**Clock network drawn from the DEF**

The bar under the picture is 20 um long.
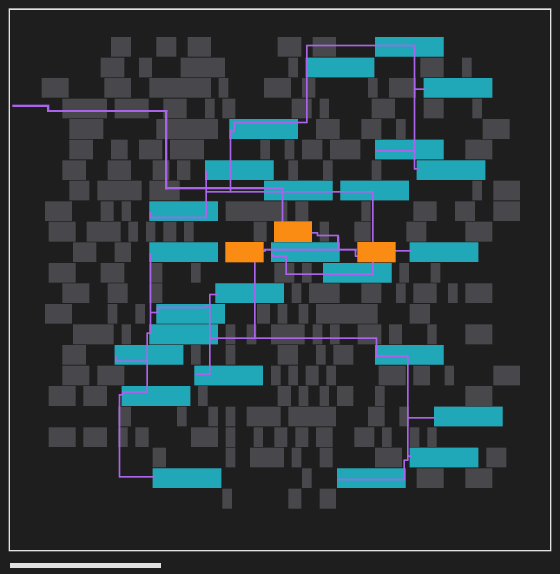
**Clock routing**

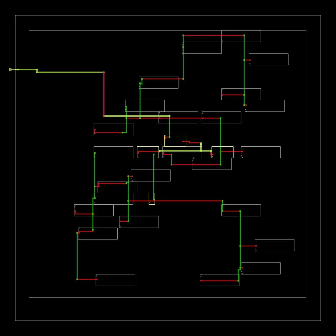
**Cell sizes after repair**

The bar under the picture is 20 um long.
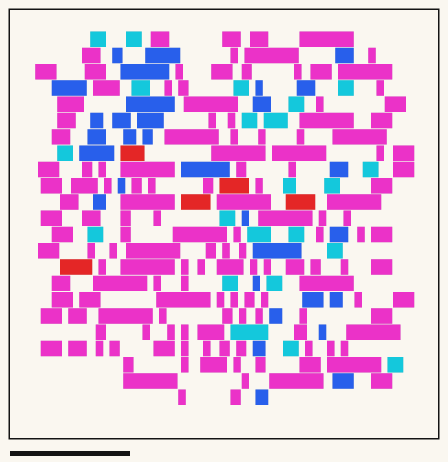
**Gate-type map**

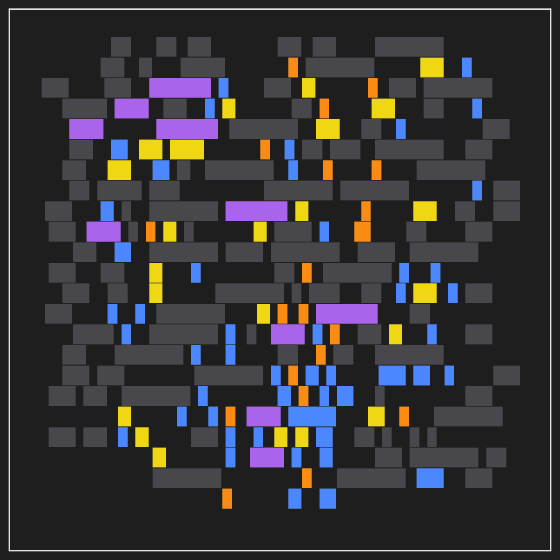
**src/rtl/adder_pkg.sv**
```systemverilog
// Shared constants and operand-mode encoding
// for the segmented pipelined adder.
package adder_pkg;

    localparam int DEF_WIDTH = 8;
    localparam int DEF_SEG   = 4;

    typedef enum logic {
        ADD = 1'b0,
        SUB = 1'b1
    } mode_e;

endpackage

```
**src/rtl/adder_segment.sv**
```systemverilog
// One SEG-bit slice of the ripple chain: sum, carry out,
// and the carry into the slice MSB for overflow detection.
module adder_segment
    import adder_pkg::*;
#(
    parameter int SEG = DEF_SEG
) (
    input  logic [SEG-1:0] a,
    input  logic [SEG-1:0] b,
    input  logic           c_in,
    output logic [SEG-1:0] sum,
    output logic           c_out,
    output logic           c_pen
);

    logic [SEG:0] full;

    assign full  = {1'b0, a} + {1'b0, b} + {{SEG{1'b0}}, c_in};
    assign sum   = full[SEG-1:0];
    assign c_out = full[SEG];
    // carry into the MSB falls out of the MSB sum bit
    assign c_pen = full[SEG-1] ^ a[SEG-1] ^ b[SEG-1];

endmodule

```
**src/rtl/pipelined_adder.sv**
```systemverilog
// Segmented adder: one SEG-bit slice per stage, all stages
// advancing together under a single valid/ready stall.
module pipelined_adder
    import adder_pkg::*;
#(
    parameter int WIDTH = DEF_WIDTH,
    parameter int SEG   = DEF_SEG
) (
    input  logic             clk,
    input  logic             rst_n,
    input  logic             in_valid,
    output logic             in_ready,
    input  logic [WIDTH-1:0] a,
    input  logic [WIDTH-1:0] b,
    input  logic             sub,
    input  logic             c_in,
    output logic             out_valid,
    input  logic             out_ready,
    output logic [WIDTH-1:0] sum,
    output logic             c_out,
    output logic             ovf
);

    localparam int STAGES = WIDTH / SEG;

    if (SEG < 1 || (WIDTH % SEG) != 0) begin : g_bad_cfg
        $error("pipelined_adder: WIDTH must be a multiple of SEG");
    end

    mode_e            mode;
    logic             en;
    logic [WIDTH-1:0] b_eff;
    logic             c_eff;

    assign mode     = mode_e'(sub);
    assign b_eff    = (mode == SUB) ? ~b : b;
    assign c_eff    = (mode == SUB) ? 1'b1 : c_in;
    assign en       = !out_valid || out_ready;
    assign in_ready = en;

    // Each stage sees the operand bits not yet added (low slice
    // first) and the sum bits already finished below it.
    for (genvar k = 0; k < STAGES; k++) begin : g_st
        localparam int HI = WIDTH - k * SEG;

        logic [HI-1:0]          a_s;
        logic [HI-1:0]          b_s;
        logic                   c_s;
        logic                   v_s;
        logic [SEG-1:0]         seg_s;
        logic                   co_s;
        logic                   cp_s;
        logic [(k+1)*SEG-1:0]   acc_s;

        adder_segment #(
            .SEG   (SEG)
        ) u_seg (
            .a     (a_s[SEG-1:0]),
            .b     (b_s[SEG-1:0]),
            .c_in  (c_s),
            .sum   (seg_s),
            .c_out (co_s),
            .c_pen (cp_s)
        );

        if (k == 0) begin : g_head
            assign a_s   = a;
            assign b_s   = b_eff;
            assign c_s   = c_eff;
            assign v_s   = in_valid;
            assign acc_s = seg_s;
        end else begin : g_body
            logic [k*SEG-1:0] s_r;

            always_ff @(posedge clk or negedge rst_n) begin
                if (!rst_n) begin
                    v_s <= 1'b0;
                    c_s <= 1'b0;
                    a_s <= '0;
                    b_s <= '0;
                    s_r <= '0;
                end else if (en) begin
                    v_s <= g_st[k-1].v_s;
                    c_s <= g_st[k-1].co_s;
                    a_s <= g_st[k-1].a_s[HI+SEG-1:SEG];
                    b_s <= g_st[k-1].b_s[HI+SEG-1:SEG];
                    s_r <= g_st[k-1].acc_s;
                end
            end

            assign acc_s = {seg_s, s_r};
        end

        if (k != STAGES - 1) begin : g_mid
            logic cp_unused;
            assign cp_unused = cp_s;
        end
    end

    logic last_v;
    logic last_co;
    logic last_cp;

    assign last_v  = g_st[STAGES-1].v_s;
    assign last_co = g_st[STAGES-1].co_s;
    assign last_cp = g_st[STAGES-1].cp_s;

    // Bubbles clear out_valid but leave the result fields alone.
    always_ff @(posedge clk or negedge rst_n) begin
        if (!rst_n) begin
            out_valid <= 1'b0;
            sum       <= '0;
            c_out     <= 1'b0;
            ovf       <= 1'b0;
        end else if (en) begin
            out_valid <= last_v;
            if (last_v) begin
                sum   <= g_st[STAGES-1].acc_s;
                c_out <= last_co;
                ovf   <= last_co ^ last_cp;
            end
        end
    end

endmodule

```
**config.mk**
```make
export PLATFORM = sky130hd
export DESIGN_NAME = pipelined_adder
export DESIGN_NICKNAME = d
export VERILOG_FILES = /design/src/rtl/adder_pkg.sv /design/src/rtl/adder_segment.sv /design/src/rtl/pipelined_adder.sv
export SDC_FILE = /design/constraint.sdc
export NUM_CORES = 1
export LEC_CHECK = 0
export ABC_AREA = 1
export CAP_MARGIN = 20
export CELL_PAD_IN_SITES_DETAIL_PLACEMENT = 1
export CELL_PAD_IN_SITES_GLOBAL_PLACEMENT = 1
export CORE_MARGIN = 3
export CORE_UTILIZATION = 32
export DETAILED_ROUTE_END_ITERATION = 16
export PLACE_DENSITY_LB_ADDON = 0.1
export SLEW_MARGIN = 25
export SYNTH_ARGS = -nofsm -noshare
export SYNTH_HDL_FRONTEND = slang
export SYNTH_SLANG_ARGS = --single-unit
```
**constraint.sdc**
```tcl
create_clock -name clk -period 1.7 [get_ports clk]
set_input_delay 0.51 -clock clk [delete_from_list [all_inputs] [get_ports clk]]
set_output_delay 0.51 -clock clk [all_outputs]
set_load 0.005 [all_outputs]
```
==> qor.csv <==
metric;value;unit
Worst Max-Slew Pin Slew;0.328;ns
Fmax;568;MHz
violated checks;negative setup slack;
fin cells;253;
and+or+nand+nor area frac;0.184;
Relative slew margins;0.782;
syn nets;184;
first-pass GRT wire length;5530;um
status;finished with violations;
Die Wd;71.5;um
setup ws final;-0.0610;ns
total congestion overflow;0;
Switching Share;0.336;
crit path launch type;input port;
Final min period;1.76;ns
most frequent logic cells in the routed design;nand2_1, dfrtp_1, clkdlybuf4s50_1;
Post-synth seq share;0.455;
Final Setup Violations;2;
First-pass DRT Iterations;4;
required time worst endpoint;1.86;ns
area added between synthesis and finish;44.8;%
tool warnings;29;
Yosys warning total;0;
Inserted Clock Buffers;3;
Worst Hold Slack;0.488;ns
max-cap violations;0;
drt drc;0;
clock buffer depth;2;
Max Slew Vio Count;0;
Pwr Density;1120;mW/mm2
Yosys chip area;0.00137;mm2
RSZ-0062 raised after global routing;true;
largest net degree at the start of global routing;26;
Routed Antenna Nets;0;
Sequential Power Share;0.385;
core area;0.00406;mm2
Post-Syn Area;0.00137;mm2
Placed Area;0.00184;mm2
via count;1169;
antenna violations before repair;0;
Top cell excl fill/tap;nand2_1;
Buffers on Ports;33;
About 'clock network drawn from the DEF':
legend:
  orange:
    item: clock-net drivers
    count: 3
  purple:
    item: clock wires
    length: 348 um
  cyan:
    item: flip-flops
    count: 25
routed clock nets: 4

About 'clock routing':
clock net sink count: 25
clock buffers: 4
Latency at later pin: 0.26 ns

About 'cell sizes after repair':
legend:
  blue:
    size: x2
    cells: 31
    most_used: nand2_2
  red:
    size: x6 and larger
    cells: 5
    most_used: clkbuf_8
  cyan:
    size: x3 and x4
    cells: 22
    most_used: buf_4
  magenta:
    size: x1 and smaller
    cells: 145
    most_used: nand2_1

About 'gate-type map':
legend:
  orange:
    family: inv cells
    cells: 20
  purple:
    family: fa/ha/maj cells
    cells: 10
  yellow:
    family: aoi and oai cells
    cells: 23
  blue:
    family: nand cells
    cells: 49

-- power groups by stage --
stage | sequential [mW] | clock, mW | combinational, mW
detailed placement | 0.874 | 0 | 0.907
global placement | 0.858 | 0 | 0.873
floorplan | 0.866 | 0 | 0.460
global route | 0.881 | 0.388 | 1.14
finish | 0.856 | 0.351 | 1.02
CTS | 0.863 | 0.370 | 0.945
-- state kept, by name, summed over array words and instances, names as in the netlist --
register,count
sum,8
out_valid,1
g_st.b_s,4
c_out,1
g_st.g_body.s_r,4
ovf,1
g_st.c_s,1
g_st.a_s,4
g_st.v_s,1
-- path summary, 6_finish.rpt --
kind	startpoint	end	slack, ns	depth (start not counted)
worst max-delay path	sub	g_st[1].c_s	-0.06	8
worst min register to register	sum[5]	sum[5]	0.49	2
worst min-delay path	sum[5]	sum[5]	0.49	2
worst max register to register	g_st[1].a_s[0]	ovf	0.01	10
max in group asynchronous	rst_n	g_st[1].c_s	0.85	2
min in group asynchronous	rst_n	g_st[1].a_s[3]	0.60	2
-- Yosys cell counts --
master	instances	share of area
a21oi_1	4	0.015
a31oi_1	1	0.0046
buf_2	2	0.0073
buf_6	2	0.016
dfrtp_1	25	0.46
fa_1	4	0.058
ha_1	6	0.055
inv_1	18	0.049
inv_2	1	0.0027
inv_4	1	0.0046
nand2_1	41	0.11
nand3_1	8	0.029
nor2_1	8	0.022
nor2_4	2	0.016
o21ai_0	6	0.022
o21ai_1	6	0.022
o21ai_2	5	0.032
o22ai_2	1	0.0091
or2_2	1	0.0046
xnor2_1	5	0.032
xor2_1	5	0.032
-- through the flow --
| step | utilization | setup WS, ns | power [mW] | TNS, ns |
|---|---|---|---|---|
| floorplan | - | -0.344 | 1.33 | -0.912 |
| global placement | 0.453 | -0.777 | 1.73 | -4.28 |
| detailed placement | 0.453 | -0.860 | 1.78 | -4.78 |
| CTS | 0.477 | -0.0411 | 2.18 | -0.0522 |
| global route | 0.490 | -0.103 | 2.41 | -0.224 |
| finish | 0.490 | -0.0610 | 2.22 | -0.0630 |
-- metal layers --
metal | wire length, um | vias up | track usage
li1 | - | 576 | -
met1 | 1400 | 565 | 0.159
met2 | 1750 | 26 | 0.248
met3 | 160 | 2 | 0.0337
met4 | 10 | 0 | 0.0188
met5 | 0 | - | 0
-- final cells by class --
class / count / area (um2)
fill: 477 / 2070
multi-input combinational: 103 / 721
sequential: 25 / 626
timing repair buffer: 51 / 458
inverter: 20 / 77.6
tap: 50 / 62.6
clock buffer: 4 / 45.0
-- worst register-to-register path, delay by kind of cell (launching register included) --
family / cells / cell delay, ns
buffers and inverters: 3 / 0.16
and+or+nand+nor: 5 / 0.38
DFF: 1 / 0.42
adders and majority gates: 2 / 0.62
-- cells by family (layout without fill, tap and decap cells) --
kind of cell | Yosys count | after routing
and+or+nand+nor | 60 | 60
DFF | 25 | 25
buffers and inverters | 24 | 75
AOI/OAI and AO/OA | 23 | 23
adders and majority gates | 10 | 10
xor gates and xnor gates | 10 | 10
-- timing repair --
action / in CTS / in global routing
setup buffers: 3 / 2
gates resized: 28 / 14
cloned: 0 / 0
pin swaps: 15 / 8
endpoints found under the setup margin: 7 / 7
No activity file was given, so power comes from the tool's default toggle rates.
